==> src/rtl/peripheral_timer.sv <==
// Memory-mapped 32-bit reload timer with free-running SYSTICK and a level interrupt
// that is masked while the fetching instruction is in kernel mode.
module peripheral_timer #(
    parameter logic [31:0] BASE   = 32'h4000_0000,
    parameter int unsigned TCON_W = 3
) (
    input  logic        clk,
    input  logic        reset,
    input  logic [31:0] addr,
    input  logic [31:0] wdata,
    input  logic        MemRd,
    input  logic        MemWr,
    input  logic        kernel,
    output logic [31:0] rdata,
    output logic        Interrupt
);

    localparam logic [31:0] ADDR_TH      = BASE;
    localparam logic [31:0] ADDR_TL      = BASE + 32'h0000_0004;
    localparam logic [31:0] ADDR_TCON    = BASE + 32'h0000_0008;
    localparam logic [31:0] ADDR_SYSTICK = BASE + 32'h0000_000C;

    typedef enum logic [1:0] {
        IDLE = 2'd0,
        RUN  = 2'd1,
        PEND = 2'd2
    } state_t;

    state_t              state_q, state_d;
    logic [31:0]         th_q, th_d;
    logic [31:0]         tl_q, tl_d;
    logic [TCON_W-1:0]   tcon_q, tcon_d;
    logic [31:0]         systick_q, systick_d;

    logic hit_th, hit_tl, hit_tcon, hit_systick;
    logic wr_th, wr_tl, wr_tcon;
    logic count_en, ovf;

    always_comb begin
        hit_th      = (addr == ADDR_TH);
        hit_tl      = (addr == ADDR_TL);
        hit_tcon    = (addr == ADDR_TCON);
        hit_systick = (addr == ADDR_SYSTICK);
        wr_th       = MemWr & hit_th;
        wr_tl       = MemWr & hit_tl;
        wr_tcon     = MemWr & hit_tcon;
        // A TL store in the same cycle suppresses counting, and with it any overflow.
        count_en    = (state_q != IDLE) & ~wr_tl;
        ovf         = count_en & (tl_q == '1);
    end

    always_comb begin
        th_d      = wr_th ? wdata : th_q;
        systick_d = systick_q + 32'd1;

        tl_d = tl_q;
        if (wr_tl) begin
            tl_d = wdata;
        end else if (count_en) begin
            tl_d = ovf ? th_q : tl_q + 32'd1;
        end

        tcon_d = '0;
        if (wr_tcon) begin
            tcon_d[0] = wdata[0];
            tcon_d[1] = wdata[1];
            // Hardware set merges with the written status so a racing overflow is never lost.
            tcon_d[2] = wdata[2] | (ovf & wdata[1]);
        end else begin
            tcon_d[0] = tcon_q[0];
            tcon_d[1] = tcon_q[1];
            tcon_d[2] = tcon_q[2] | (ovf & tcon_q[1]);
        end

        state_d = IDLE;
        if (tcon_d[0]) begin
            state_d = tcon_d[2] ? PEND : RUN;
        end
    end

    always_ff @(posedge clk or posedge reset) begin
        if (reset) begin
            state_q   <= IDLE;
            th_q      <= '0;
            tl_q      <= '0;
            tcon_q    <= '0;
            systick_q <= '0;
        end else begin
            state_q   <= state_d;
            th_q      <= th_d;
            tl_q      <= tl_d;
            tcon_q    <= tcon_d;
            systick_q <= systick_d;
        end
    end

    always_comb begin
        rdata = '0;
        if (MemRd) begin
            if (hit_th)           rdata = th_q;
            else if (hit_tl)      rdata = tl_q;
            else if (hit_tcon)    rdata = 32'(tcon_q);
            else if (hit_systick) rdata = systick_q;
        end
    end

    assign Interrupt = tcon_q[2] & tcon_q[1] & ~kernel;

endmodule
==> config.mk <==
export PLATFORM = sky130hd
export DESIGN_NAME = peripheral_timer
export DESIGN_NICKNAME = d
export VERILOG_FILES = /design/src/rtl/peripheral_timer.sv
export SDC_FILE = /design/constraint.sdc
export NUM_CORES = 1
export LEC_CHECK = 0
export ABC_AREA = 1
export CORE_MARGIN = 2
export CORE_UTILIZATION = 56
export DETAILED_ROUTE_END_ITERATION = 10
export GPL_ROUTABILITY_DRIVEN = 0
export PLACE_DENSITY = 0.78
export SYNTH_ARGS = -nofsm -noshare
export SYNTH_HDL_FRONTEND = slang
export SYNTH_SLANG_ARGS = --single-unit
==> constraint.sdc <==
create_clock -name clk -period 4.6 [get_ports clk]
set_input_delay 0.92 -clock clk [delete_from_list [all_inputs] [get_ports clk]]
set_output_delay 0.92 -clock clk [all_outputs]
set_load 0.005 [all_outputs]
==> impl_metrics.yaml <==
# implementation run metrics
clock_network:
  htree_levels: 3
  clk-insertion-delay-late_ns: 0.36
  root_buffer: "clkbuf_16"
sta:
  fin_crit_sh: 0.920
  finalSetupViolations: 0
route:
  dr.pass1.iters: 5
  detail_route.vias_per_cell: 5.55
synth:
  yosys_most_used_dff: "dfrtp_1"
  ys_types: 31
  synth_flops: 101
placed_design:
  io_buffers: 101
  placed_cells: 1392
final_layout:
  nNetsFinal: 1302
  antenna_cells: 0
  comb_area_um2: 4070
  area_delta_synth_final_pct: 20.8
worst_setup_path:
  crit_path_max_fanout: 15
run_status:
  status: "finished clean"
floorplan:
  die-height_um: 118
power_and_ir_drop:
  power_density_nw_per_um2: 211
worst paths after layout:
| check | startpoint | endpoint | slack (ns) |
|---|---|---|---|
| max in group asynchronous | reset | systick_q[2] | 2.72 |
| min in group asynchronous | reset | th_q[29] | 1.07 |
| hold / removal | systick_q[0] | systick_q[0] | 0.48 |
| setup reg to reg | tl_q[0] | state_q[0] | 1.83 |
| setup / recovery | addr[23] | rdata[22] | 0.37 |
| hold reg to reg | systick_q[0] | systick_q[0] | 0.48 |
cell type report:
| type | instances | share of cell area |
|---|---|---|
| clock buffers | 10 | 0.0260 |
| inverters | 124 | 0.0532 |
| multi-input cells | 875 | 0.463 |
| flip-flops and latches | 101 | 0.288 |
| clock inverters | 6 | 0.0108 |
| repair buffers | 120 | 0.135 |
| well taps | 172 | 0.0245 |
routing by layer:
layer  GRT usage  vias to the layer above  part of all wire
li1            -                     3780                 -
met1       0.430                     3585              0.43
met2       0.512                      394              0.45
met3      0.0751                       54             0.087
met4       0.136                        0             0.037
met5           0                        -                 0
placed cells by master, fill, tap and decap left out, types with 28 or more instances in the layout:
cell / Yosys / layout
o21ai_0: 30 / 30
a21oi_1: 31 / 31
nand4_1: 28 / 28
nand3_1: 130 / 130
xor2_1: 38 / 38
inv_1: 119 / 118
clkdlybuf4s50_1: 0 / 100
nor2_1: 113 / 112
nand2_1: 427 / 427
dfrtp_1: 101 / 101
state kept, by name, indices dropped and copies added (netlist names):
signal / cells
state_q: 2
systick_q: 32
tcon_q: 3
th_q: 32
tl_q: 32
worst register-to-register path: cells and delay by family (launching register included):
kind	cells	cell delay, ns
adders and majority gates	1	0.19
and+or+nand+nor	9	2.03
DFF	1	0.42
cell families after synthesis:
kind of cell             count (synthesis)
AND/OR/NAND/NOR                        758
buffers and inverters                  168
flip-flops                             101
AND-OR/OR-AND                           70
XOR/XNOR                                45
adder cells (fa/ha/maj)                  2
through the flow:
step	total power [uW]	setup slack (ns)	instance area, um^2	hold slack [ns]	utilization
final	1850	0.369	8790	0.479	0.694
after CTS	1870	0.375	8790	0.481	0.694
after global placement	1020	0.421	8470	0.465	0.668
after global routing	1910	0.156	8790	0.502	0.694
after floorplan	942	1.03	7280	0.444	-
after detailed placement	1020	0.368	8470	0.470	0.668
report_power, final:
group	internal, uW	total (uW)	switching, uW	leakage [uW]
sequential	887	887	0.00000875	0.00139
combinational	59.2	118	58.5	0.00277
clock	483	849	365	0.000151
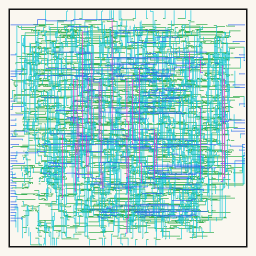
(images/metal_stack.png)
(2 px per um)
Blue marks met3, wire length 1910 um. Green marks met1, wire length 9420 um. Cyan marks met2, wire length 9830 um. Magenta marks met4, wire length 824 um.
mean routed wirelength per cell: 15.6 um
wirelength, routed: 22.0 mm
Global Route Usage Sum: 0.325

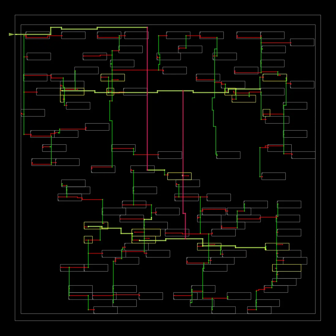
(images/final_clocks.png)
Clock Power: 849 uW
CTS Buf Count: 9
flop count: 101
Worst Skew: 0.00978 ns

Power is estimated from default activity; no workload was simulated.
